==> config.mk <==
export PLATFORM = sky130hd
export DESIGN_NAME = excess5_decoder
export DESIGN_NICKNAME = d
export VERILOG_FILES = /design/src/rtl/excess5_decoder.sv
export SDC_FILE = /design/constraint.sdc
export NUM_CORES = 1
export LEC_CHECK = 0
export CAP_MARGIN = 30
export CORE_MARGIN = 5
export CORE_UTILIZATION = 50
export CTS_CLUSTER_SIZE = 24
export DETAILED_ROUTE_END_ITERATION = 7
export GPL_ROUTABILITY_DRIVEN = 1
export PLACE_DENSITY_LB_ADDON = 0.25
export SLEW_MARGIN = 5
export SYNTH_ARGS = -nofsm -noshare
export SYNTH_HDL_FRONTEND = slang
export SYNTH_SLANG_ARGS = --single-unit
==> constraint.sdc <==
create_clock -name clk -period 2.5 [get_ports clk]
set_input_delay 0.5 -clock clk [delete_from_list [all_inputs] [get_ports clk]]
set_output_delay 0.5 -clock clk [all_outputs]
set_load 0.05 [all_outputs]
==> src/rtl/excess5_decoder.sv <==
// Serial excess-5 price decoder: captures a 6-bit MSB-first frame and maps legal codes to euros.
// Optional even-parity trailer bit is enabled by defining EXCESS5_DECODER_PARITY_EN.
module excess5_decoder (
  input  logic       clk,
  input  logic       reset,
  input  logic       startIn,
  input  logic       bitValid,
  input  logic       serialIn,
  output logic [4:0] valueToPay,
  output logic       valid,
  output logic       error,
  output logic       busy
);

`ifdef EXCESS5_DECODER_PARITY_EN
  localparam logic [2:0] LastIdx = 3'd6;
`else
  localparam logic [2:0] LastIdx = 3'd5;
`endif

  typedef enum logic [1:0] {StIdle, StShift, StCheck} state_e;

  state_e     state_q, state_d;
  logic [2:0] cnt_q, cnt_d;
  logic [5:0] shift_q, shift_d;
  logic [4:0] value_q, value_d;
  logic       valid_q, valid_d;
  logic       error_q, error_d;

  // Frame content presented to the decoder on the cycle the last bit is accepted.
  logic [5:0] final_code;
  logic       code_legal;
  logic [5:0] code_minus5;
  logic       parity_bad;

`ifdef EXCESS5_DECODER_PARITY_EN
  logic par_q, par_d;
`endif

  always_comb begin
    unique case (final_code)
      6'd0, 6'd7, 6'd9, 6'd11, 6'd13, 6'd15, 6'd17,
      6'd19, 6'd21, 6'd25, 6'd29, 6'd33: code_legal = 1'b1;
      default:                           code_legal = 1'b0;
    endcase
  end

  assign code_minus5 = final_code - 6'd5;

  always_comb begin
    state_d    = state_q;
    cnt_d      = cnt_q;
    shift_d    = shift_q;
    value_d    = value_q;
    valid_d    = 1'b0;
    error_d    = 1'b0;
    final_code = shift_q;
    parity_bad = 1'b0;
`ifdef EXCESS5_DECODER_PARITY_EN
    par_d      = par_q;
`endif
    unique case (state_q)
      StIdle: begin
        if (startIn) begin
          state_d = StShift;
          cnt_d   = 3'd0;
          shift_d = 6'd0;
`ifdef EXCESS5_DECODER_PARITY_EN
          par_d   = 1'b0;
`endif
        end
      end
      StShift: begin
        if (startIn) begin
          // Restart capture silently; the partial frame is dropped.
          cnt_d   = 3'd0;
          shift_d = 6'd0;
`ifdef EXCESS5_DECODER_PARITY_EN
          par_d   = 1'b0;
`endif
        end else if (bitValid) begin
`ifdef EXCESS5_DECODER_PARITY_EN
          if (cnt_q == LastIdx) begin
            final_code = shift_q;
            parity_bad = par_q ^ serialIn;
          end else begin
            shift_d = {shift_q[4:0], serialIn};
            par_d   = par_q ^ serialIn;
          end
`else
          shift_d    = {shift_q[4:0], serialIn};
          final_code = shift_d;
`endif
          cnt_d = cnt_q + 3'd1;
          if (cnt_q == LastIdx) begin
            state_d = StCheck;
            cnt_d   = 3'd0;
            if (code_legal && !parity_bad) begin
              value_d = (final_code == 6'd0) ? 5'd0 : code_minus5[4:0];
              valid_d = 1'b1;
            end else begin
              error_d = 1'b1;
            end
          end
        end
      end
      StCheck: state_d = StIdle;
      default: state_d = StIdle;
    endcase
  end

  always_ff @(posedge clk or posedge reset) begin
    if (reset) begin
      state_q <= StIdle;
      cnt_q   <= 3'd0;
      shift_q <= 6'd0;
      value_q <= 5'd0;
      valid_q <= 1'b0;
      error_q <= 1'b0;
    end else begin
      state_q <= state_d;
      cnt_q   <= cnt_d;
      shift_q <= shift_d;
      value_q <= value_d;
      valid_q <= valid_d;
      error_q <= error_d;
    end
  end

`ifdef EXCESS5_DECODER_PARITY_EN
  always_ff @(posedge clk or posedge reset) begin
    if (reset) par_q <= 1'b0;
    else       par_q <= par_d;
  end
`endif

  assign valueToPay = value_q;
  assign valid      = valid_q;
  assign error      = error_q;
  assign busy       = (state_q != StIdle);

endmodule

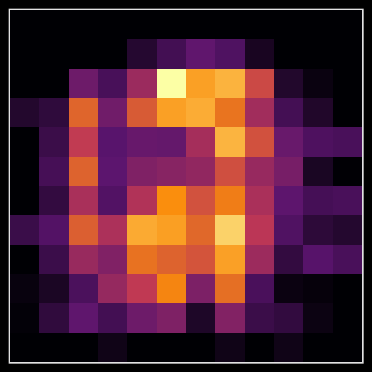
(run_1/wire_density.png)
Drawn at 6 px/µm. The die is cut into 12 by 12 equal tiles; black is low, pale yellow is high, scaled to the fullest tile. Values are wire area over tile area, all layers added.
mean over tiles: 0.15
tiles over half the peak: 20%
densest ninth of the die: center

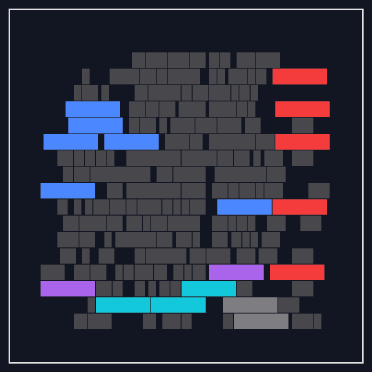
(run_1/registers.png)
Drawn at 6 px/µm. Other sequential cells in the stronger gray, the rest of the logic in the fainter gray.
[blue] shift_q | flops: 6
[purple] state_q | flops: 2
[cyan] cnt_q | flops: 3
[red] valueToPay | flops: 5
not colored: 2
utilization after layout: 0.748
area used by sequential logic in the layout: 450 µm²
sequential share of cell area: 0.270
Flop+latch power: 0.308 mW

==> run notes, run 1 <==
The run finished, with violations left. The checks that failed: negative setup slack. The cell type contributing the most total cell area after synthesis was sky130_fd_sc_hd__dfrtp_1. The script parses the final routing iteration and logs DRC violations as 0. Entering global routing, the biggest net connects 19 pins. Xor/xnor cell area share of the yosys netlist: 0.0222. Quantity of I/O buffers inserted on ports: 12. The net switching fraction of the power was 0.291. Per the repair_timing log after CTS, setup buffers inserted total 6. In the final routing, the length of wire on met1 measures 1320 µm. The tools report the half-perimeter wire length of the detailed placement result as 2210 µm.

TritonCTS built the clock tree. From the final report, the count of setup violators was given as 5. In the final layout, the clock buffer count is 4.

The run gives 0.375 as the met2 track demand over resource in global routing. The run gives 0.271 for the and-or/or-and share of the synthesized area. As reported, the later end of the worst-skew pair has a clock insertion delay of 0.31 ns. The fraction of standard cell area in multi-input logic works out to 0.467. The number of buffers and inverters on the critical path is 3. The number of stages on the worst hold path is 1, and the peak fanout along the critical path is 5. Post-cts sizing count: 14. For the power in the clock group, the log shows 0.189 mW. The slowest cell on the critical path is sky130_fd_sc_hd__dfrtp_1. With the count of library flops with an enable pin at 0, the switching component of the power is 0.185 mW. Post-layout net count: 177. In the detailed route, the total length drawn on met2 is 1750 µm. After synthesis, the largest family of logic cells by area is AND-OR/OR-AND gates.

Per STA, the startpoint of the critical path is state_q[1]$_DFFE_PP0P_. Per the OpenROAD floorplan log, the area of the die is 0.00344 mm². The most critical setup path has its endpoint at valueToPay[1]$_DFFE_PP0P_. Using the TritonRoute via totals, the vias-per-cell ratio works out to 5.91. Most frequently placed logic cell in the final layout: sky130_fd_sc_hd__buf_4. The combinational power share was 0.219.

The fraction of met1 tracks used by global routing was 0.227. The category of the most critical setup path is reg -> reg. The internal portion of the total power is 0.451 mW. The number of flip-flops under the largest register name works out to 6.

The run gives 2.81 ns as the data arrival time of the critical path. The slack of the critical path came out at -0.110 ns. With the multiplexer share of the synthesized area at 0.00845, the inverter count of the layout excluding clock inverters is 9. With the number of synthesized register bits at 18, the total congestion overflow after global routing is 0.

The register with the most flip-flops in the final layout is shift_q. The overall global routing resource usage is 0.197, and the antenna cell count is 0. The fraction of final layout cells with drive strength greater than 1 was 0.345; the final-layout setup total negative slack was -0.414 ns. The worst-case IR drop observed on VDD is 312 µV. The gate-level netlist out of Yosys references 43 unique cell types. In this run the critical register-to-register path is captured at valueToPay[1]$_DFFE_PP0P_. In the post-synthesis netlist, the biggest area contributors are sky130_fd_sc_hd__dfrtp_1, sky130_fd_sc_hd__nand2_1, sky130_fd_sc_hd__a21oi_1. The worst setup timing slack at the placement stage was -0.611 ns; the final estimated routing congestion in global placement was 0.913. For reference, the clock transition at the flip-flops on the worst setup and hold paths is 0.11 ns.

Per the detail_route report, routed wire per instance is 16.9 µm. The global-route met3 utilization is 0.0285. The fraction of registers with async set/reset is 1.00, and the top cell type's share of synthesized area is 0.380.

For the final tally of max-slew violations, the log shows 0. The global routing stage identified its most utilized layer as met2. Looking at hold timing, the worst path starts from valueToPay[0]$_DFFE_PP0P_.

Number of antenna violations at the first check in global routing: 0. The synthesis report names the predominant flop master as sky130_fd_sc_hd__dfrtp_1. The cell area after synthesis was 0.00118 mm². The cell area after placement was 0.00147 mm².

The top power consumer group was sequential cells. The final timing report lists clock skew as 0.00671 ns. The largest cell class by area is combinational gates. Per the cell usage report, the commonest logic cells after layout are sky130_fd_sc_hd__buf_4, sky130_fd_sc_hd__dfrtp_1, sky130_fd_sc_hd__nand2_1, sky130_fd_sc_hd__a21oi_1, sky130_fd_sc_hd__clkdlybuf4s50_1. Layout buffering overhead excluding clock cells: 0.201.

The area recorded from the Yosys report for this design is 0.00118 mm². With the TritonCTS buffer count at 3, the endpoint required time on the critical path is 2.70 ns. Per the OpenROAD floorplan log, the width of the die is 58.7 µm. In this design, the stage delay of the slowest critical-path cell is 0.45 ns.

The launching point of the worst reg2reg path is state_q[1]$_DFFE_PP0P_. The first global-routing pass estimated 5330 µm of wire. The number of nets handed over by synthesis was 143. Counting along the longest clock path gives a buffer depth of 2. After synthesis, the design contains 135 cells according to Yosys. The iteration-0 DRC count of the detailed router is 28. Tap insertion was completed with 28 tapcells. In this run the maximum-capacitance check reported violations numbering 0. The run gives 4 for the length of the first detailed-routing pass in iterations. Per the timing report, the achievable frequency comes out to 0.383 GHz. During synthesis, Yosys emitted a total of 0 warnings. Overall power consumption after layout is estimated at 0.636 mW. The detail route stage leaves a number of antenna-violating nets equal to 0. The transition time at the pin with the least slew margin works out to 0.689 ns. The synthesis run shows the most used standard cells to be sky130_fd_sc_hd__dfrtp_1, sky130_fd_sc_hd__nand2_1, sky130_fd_sc_hd__a21oi_1, sky130_fd_sc_hd__inv_1. The fraction of area in clock buffers and inverters was 0.0217; the share of the clock period used by the worst path after layout was 1.04. The number of global-route vias before repair was 1210; the height of the die was 58.7 µm.

STA classifies the critical path startpoint as a flip-flop. Routed signal wires occupy layers up through met4. Per the final timing report, the hold violations number 0. The timing report attributes the biggest portion of critical-path delay to AND-OR/OR-AND gates. The run gives 779 µm² for the area of combinational cells with multiple inputs.
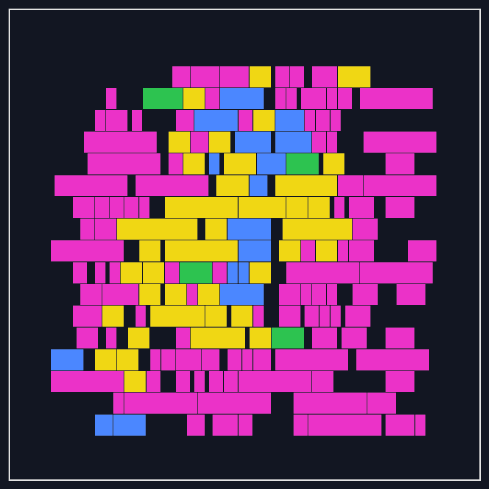
(run_1/drive_strength.png)
Drawn at 8 px/µm.
[yellow] drive 3 to 4 | cells: 38 | share: 23%
[blue] drive 2 | cells: 16 | share: 9.5%
[magenta] drive 1 or less | cells: 110 | share: 65%
[green] drive 6 and up | cells: 4 | share: 2.4%
area delta synth->final: 41.0%
Repair and plain buffers: 39
Final Instance Area: 0.00167 mm²
minimum setup slack in the final design: -0.110 ns

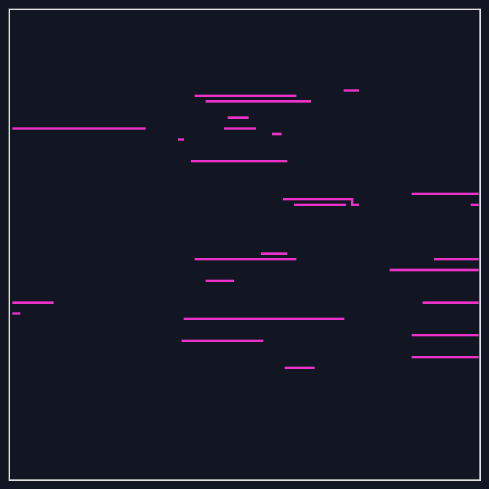
(run_1/met3.png)
Drawn at 8 px/µm.
wire length on this layer: 183 µm
share of all routed wire: 5.5%
nets with wire on the layer: 21
main direction: horizontal
wire length after detailed routing: 3320 µm
overall via count from detail_route: 1158

--- run 2 (diff from run 1) ---
--- a/config.mk
+++ b/config.mk
@@ -12,6 +12,7 @@
 export DETAILED_ROUTE_END_ITERATION = 7
 export GPL_ROUTABILITY_DRIVEN = 1
 export PLACE_DENSITY_LB_ADDON = 0.25
+export RECOVER_POWER = 100
 export SLEW_MARGIN = 5
 export SYNTH_ARGS = -nofsm -noshare
 export SYNTH_HDL_FRONTEND = slang
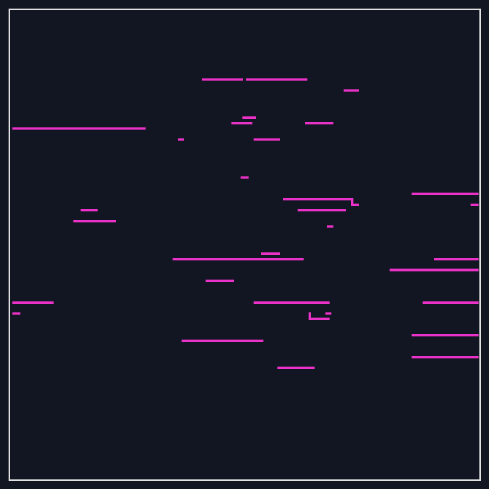
(run_2/met3.png)
Drawn at 8 px/µm.
main direction: horizontal
wire length on this layer: 165 µm

==> run notes, run 2 <==
The run gives 0 (unchanged) for the final tally of max-slew violations. With the routed via count divided by cell count at 5.99 (+1.4%), the number of stages on the worst hold path is 1 (unchanged). The total die area was 0.00344 mm² (unchanged); the clock transition at the registers of the reported paths was 0.11 ns (about the same).

The flip-flop and latch power is 0.308 mW (about the same). The logs give 4 (unchanged) for the length of the first detailed-routing pass in iterations and 0.913 (unchanged) for the final estimated routing congestion in global placement. The run gives 143 (unchanged) for the net count of the mapped netlist. The final-layout setup total negative slack is -0.373 ns (+0.0413 ns). The endpoint identified for the worst register-to-register timing path is valueToPay[1]$_DFFE_PP0P_. The transition time at the pin with the least slew margin came out at 0.680 ns (-0.00864 ns).

STA classifies the critical path startpoint as a flip-flop. The tools report the post-cts sizing count as 14 (unchanged). Most frequently placed logic cell in the final layout: sky130_fd_sc_hd__buf_4.

The number of non-clock buffers in the layout is 39 (unchanged). The fraction of met1 tracks used by global routing came out at 0.227 (unchanged). The startpoint identified for the worst hold timing path is valueToPay[0]$_DFFE_PP0P_. The xor/xnor cell area share of the yosys netlist works out to 0.0222 (unchanged). The logs give 0 (unchanged) for the tally of max-capacitance violations and 3 (unchanged) for the TritonCTS buffer count. The top cell type's share of synthesized area works out to 0.380 (unchanged).

On the critical path, the stage with the largest delay is an instance of sky130_fd_sc_hd__dfrtp_1. The peak fanout along the critical path came out at 5 (unchanged). The most common logic cells in the final layout are sky130_fd_sc_hd__buf_4, sky130_fd_sc_hd__dfrtp_1, sky130_fd_sc_hd__nand2_1, sky130_fd_sc_hd__o21ai_0, sky130_fd_sc_hd__a21oi_1. The logs give 135 (unchanged) for the cell total in the yosys stat output and -0.101 ns (+0.00928 ns) for the slack of the critical path. The area of all placed cells without fillers was 0.00167 mm² (-0.22%). The final reports fail on negative setup slack. The count of library flops with an enable pin was 0 (unchanged). The number of flip-flops under the largest register name works out to 6 (unchanged).

The tools report the total of clock buffers placed in the layout as 4 (unchanged). The tools report the worst setup path endpoint as valueToPay[1]$_DFFE_PP0P_. Overall die width: 58.7 µm (unchanged). Post-synthesis to final-layout area growth: 40.7%. The main area contributors are sky130_fd_sc_hd__dfrtp_1, sky130_fd_sc_hd__nand2_1, sky130_fd_sc_hd__a21oi_1.

First-pass GRT wire length: 5330 µm (unchanged). The biggest slice of the total power is consumed by sequential cells. For the clock latency on the worst-skew pair, the log shows 0.31 ns (about the same). The fraction of registers with async set/reset is 1.00 (unchanged), and the worst setup timing slack at the placement stage is -0.611 ns (unchanged).

The final routed DRC violation total is 0 (unchanged). The run gives 0.270 (+0.000607) for the share of the final layout cell area in sequential cells. The fraction of standard cell area in multi-input logic works out to 0.468 (+0.00105). The pin count of the biggest net entering global routing is 19 (unchanged).

Internal power consumption: 0.450 mW (-0.32%). The run gives 0.45 ns (about the same) for the delay of the slowest cell on the worst path. The tools report the number of antenna violations at the first check in global routing as 0 (unchanged). TritonCTS built the clock tree. The run gives 5 (unchanged) for the final tally of setup violations. With the largest buffer count on any clock path at 2 (unchanged), the and-or/or-and share of the synthesized area is 0.271 (unchanged). The maximum vdd ir drop is 312 µV (about the same), and the well-tap cell count is 28 (unchanged).

The run finished, with violations left. In the setup report, the worst path falls into the class reg -> reg. Fraction of final layout cells with drive strength greater than 1: 0.339 (-0.00595). For reference, the critical path is launched at state_q[1]$_DFFE_PP0P_. The half-perimeter wire length of the detailed placement result was 2210 µm (unchanged); the switching component of the power was 0.183 mW (-1.1%). Multiplexer share of the synthesized area: 0.00845 (unchanged). The height of the die was 58.7 µm (unchanged); the power consumption was 0.633 mW (-0.55%). After global routing, the most crowded layer is met2. The amount of wire on met2 after detailed routing was 1740 µm (-0.46%).

Per the detail_route log, the uppermost layer with routed signals is met4. The area of combinational cells with multiple inputs was 779 µm² (unchanged); the power in the clock group was 0.188 mW (about the same). The run gives 177 (unchanged) as the post-layout net count. The routed length on met1 was 1300 µm (-1.7%); the endpoint required time on the critical path was 2.70 ns (about the same).

The fraction of area in clock buffers and inverters was 0.0218 (+0.0000489). Ranked by instance count, the synthesized netlist is headed by sky130_fd_sc_hd__dfrtp_1, sky130_fd_sc_hd__nand2_1, sky130_fd_sc_hd__a21oi_1, sky130_fd_sc_hd__inv_1. Of all cell types, the one taking the most synthesized area is sky130_fd_sc_hd__dfrtp_1. The kind of cell adding the most delay to the critical path is AND-OR/OR-AND gates. The met2 track demand over resource in global routing is 0.375 (unchanged).
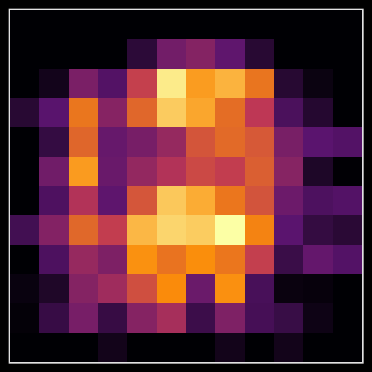
(run_2/wire_density.png)
Drawn at 6 px/µm. The die is cut into 12 by 12 equal tiles; black is low, pale yellow is high, scaled to the fullest tile. Values are wire area over tile area, all layers added.
densest ninth of the die: center
tiles over half the peak: 27%
nearly empty tiles: 28%
mean over tiles: 0.15
routed wirelength normalized by instance count: 16.8 µm
wire length after detailed routing: 3300 µm
GRT Resource Usage Total: 0.197
overall via count from detail_route: 1174

==> run_2/registers.png <==
Drawn at 6 px/µm. Other sequential cells in the stronger gray, the rest of the logic in the fainter gray.
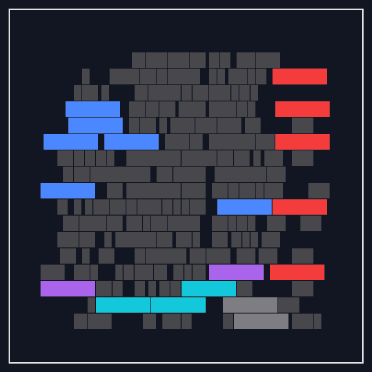

--- run 3 (diff from run 2) ---
--- a/config.mk
+++ b/config.mk
@@ -7,7 +7,7 @@
 export LEC_CHECK = 0
 export CAP_MARGIN = 30
 export CORE_MARGIN = 5
-export CORE_UTILIZATION = 50
+export CORE_UTILIZATION = 30
 export CTS_CLUSTER_SIZE = 24
 export DETAILED_ROUTE_END_ITERATION = 7
 export GPL_ROUTABILITY_DRIVEN = 1
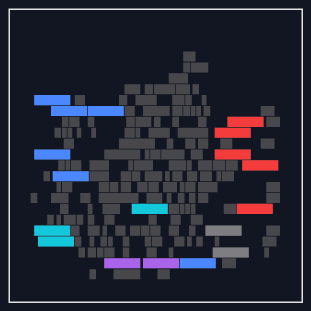
(run_3/registers.png)
Drawn at 4 px/µm. Other sequential cells in the stronger gray, the rest of the logic in the fainter gray.
[purple] state_q | flops: 2
[red] valueToPay | flops: 5 | where: east
[blue] shift_q | flops: 6
[cyan] cnt_q | flops: 3
not colored: 2
sequential share of cell area: 0.271
utilization after layout: 0.444

==> run notes, run 3 <==
The tools report the clock network fraction of design power as 0.355. The cell at the root of the clock tree is sky130_fd_sc_hd__clkbuf_8. The run gives 1540 µm (-12%) for the amount of wire on met2 after detailed routing. With the total of clock buffers placed in the layout at 4 (unchanged), the core utilization at floorplan is 0.317. The maximum vdd ir drop came out at 336 µV (+7.7%). The TritonCTS buffer count is 3 (unchanged). The critical path starts at state_q[1]$_DFFE_PP0P_. Flip-flop and latch power: 0.308 mW (about the same). The tools report the cell total in the yosys stat output as 135 (unchanged).

The run gives 0.00531 mm² (+54%) for the total die area. The number of non-clock buffers in the layout came out at 37 (-5.1%). The pin count of the biggest net entering global routing was 19 (unchanged). The run gives 30 for the number of warnings in the stage logs. The worst setup timing slack at the placement stage was -0.619 ns (-0.00773 ns); the half-perimeter wire length of the detailed placement result was 2250 µm (+2.0%). met2 is the most crowded layer.

For the area of combinational cells with multiple inputs, the log shows 766 µm² (-1.8%). The gate count after technology mapping is 135. The library cells used most frequently in the layout, excluding fill and tap cells, are sky130_fd_sc_hd__buf_4, sky130_fd_sc_hd__dfrtp_1, sky130_fd_sc_hd__nand2_1, sky130_fd_sc_hd__a21oi_1. The routed via count divided by cell count works out to 5.28 (-12%). The run gives 22 for the floorplan row count.

The final estimated routing congestion in global placement was 0.910 (-0.31%). Kind of cell adding the most delay to the critical path: AND-OR/OR-AND gates. The run gives 72.8 µm (+24%) for the overall die width. The run gives 0.991 for the share of the clock period used by the worst path after layout. The global-route met3 utilization is 0.0358, and the final-layout setup total negative slack is 0 ns (+0.373 ns).

The final routed DRC violation total was 0 (unchanged); the net count of the mapped netlist was 143 (unchanged). Yosys reports a chip area of 0.00118 mm². STA lists the startpoint of the worst hold path as cnt_q[1]$_DFFE_PP0P_.

Switching component of the power: 0.181 mW (-1.4%). The power in the clock group was 0.240 mW (+28%). The maximum frequency from static timing analysis was 0.404 GHz.

The post-layout net count was 175 (-1.1%); the routed length on met1 was 1340 µm (+3.4%). The power consumption came out at 0.675 mW (+6.6%). The run gives 0 as the antenna cell count. Per the post-route antenna check, the number of violating nets is 0. The largest cell class by area is combinational gates.

The fraction of met1 tracks used by global routing is 0.148 (-0.0795). The slowest cell on the critical path is sky130_fd_sc_hd__dfrtp_1. For the area of all placed cells without fillers, the log shows 0.00166 mm² (-0.38%). TritonCTS built the clock tree. Looking at the reg2reg group, the worst path ends at valueToPay[1]$_DFFE_PP0P_.

The area fraction in and, or, nand and nor cells after synthesis is 0.214. More flip-flops sit in one register than any other, and that register is shift_q. During placement, the flow inserted port buffers numbering 12. The count of warnings emitted by yosys was 0.

The area fraction in full adders, half adders and majority gates was 0.0317; the final tally of setup violations was 0 (-5). The clock transition at the registers of the reported paths came out at 0.07 ns (-0.04 ns). The post-synthesis to final-layout area growth was 40.1%; the delay of the slowest cell on the worst path was 0.41 ns (-0.04 ns). The multiplexer share of the synthesized area was 0.00845 (unchanged). The most critical hold endpoint after final layout shows a slack of 0.512 ns. For the post-cts sizing count, the log shows 21 (+7). Cell type contributing the most total cell area after synthesis: sky130_fd_sc_hd__dfrtp_1. For this run, the leading register cell type out of synthesis is sky130_fd_sc_hd__dfrtp_1.

The worst hold path terminates at cnt_q[1]$_DFFE_PP0P_. The worst setup path is of the reg -> reg kind. The static leakage power came out at 0.724 nW. The xor/xnor cell area share of the yosys netlist is 0.0222 (unchanged). Largest family of logic cells by area: AND-OR/OR-AND gates. The tally of max-capacitance violations was 0 (unchanged); the first-pass GRT wire length was 5320 µm (-0.26%). The worst setup path is launched from a flip-flop. The layout buffering overhead excluding clock cells came out at 0.178.

The run finished with clean final reports. Data arrives at the worst endpoint at 2.62 ns. The launching point of the worst reg2reg path was state_q[1]$_DFFE_PP0P_.

The number of flip-flops under the largest register name is 6 (unchanged), and the slack of the critical path is 0.0224 ns (+0.123 ns). Number of synthesized register bits: 18. The number of antenna violations at the first check in global routing was 0 (unchanged). Among logic cells in the layout, the one with the most instances is sky130_fd_sc_hd__buf_4. The number of stages on the worst hold path is 1 (unchanged). The and-or/or-and share of the synthesized area is 0.271 (unchanged), and the detail-routed net length per standard cell is 14.6 µm (-13%). Measured in cells, the most critical reg-to-reg path has a length of 11. The internal power consumption is 0.494 mW (+9.9%), and the final tally of max-slew violations is 0 (unchanged).

For reference, the top cells by area after synthesis are sky130_fd_sc_hd__dfrtp_1, sky130_fd_sc_hd__nand2_1, sky130_fd_sc_hd__a21oi_1. The well-tap cell count is 48 (+71%), and the fraction of registers with async set/reset is 1.00 (unchanged). According to the timing report, the critical path is captured at valueToPay[1]$_DFFE_PP0P_.

The tools report the number of levels the H-tree was split into as 1. The uppermost layer routed is met4. The worst setup path is captured at a flip-flop. The number of sinks on the clock net was 18; the sequential power share was 0.457.

The tools report the total via count after detailed routing as 1129 (-3.8%). The run gives 0.25 ns (-0.06 ns) for the clock latency on the worst-skew pair. The fraction of area in clock buffers and inverters was 0.0332 (+0.0114). For the length of the first detailed-routing pass in iterations, the log shows 4 (unchanged). The overall global routing resource usage is 0.127 (-0.0702). Looking at the group totals, the largest power group turns out to be sequential cells. The run gives 2.65 ns (-0.05 ns) as the endpoint required time on the critical path.

The transition time at the pin with the least slew margin is 0.721 ns (+0.0407 ns). Top cell type's share of synthesized area: 0.380 (unchanged). The fraction of standard cell area in multi-input logic was 0.461 (-0.00653); the register-to-register path setup slack was 0.02 ns.

The run gives 0 (unchanged) for the count of library flops with an enable pin. The fraction of final layout cells with drive strength greater than 1 is 0.337 (-0.00194), and the final routed wirelength across all metal layers is 3120 µm (-5.3%). The run gives 0.226 (-0.148) as the met2 track demand over resource in global routing. Peak fanout along the critical path: 5 (unchanged).

The synthesis run shows the most used standard cells to be sky130_fd_sc_hd__dfrtp_1, sky130_fd_sc_hd__nand2_1, sky130_fd_sc_hd__a21oi_1, sky130_fd_sc_hd__inv_1. The height of the die came out at 72.8 µm (+24%). According to the I/O placement log, the pin count is 13. Largest buffer count on any clock path: 2 (unchanged).
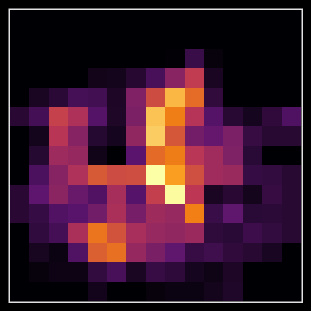
(run_3/wire_density.png)
Drawn at 4 px/µm. The die is cut into 15 by 15 equal tiles; black is low, pale yellow is high, scaled to the fullest tile. Values are wire area over tile area, all layers added.
densest ninth of the die: center
emptiest ninth of the die: north-east
tiles over half the peak: 11%
nearly empty tiles: 35%
mean over tiles: 0.094
fullest tile: 0.51

No activity file was given, so power comes from the tool's default toggle rates.
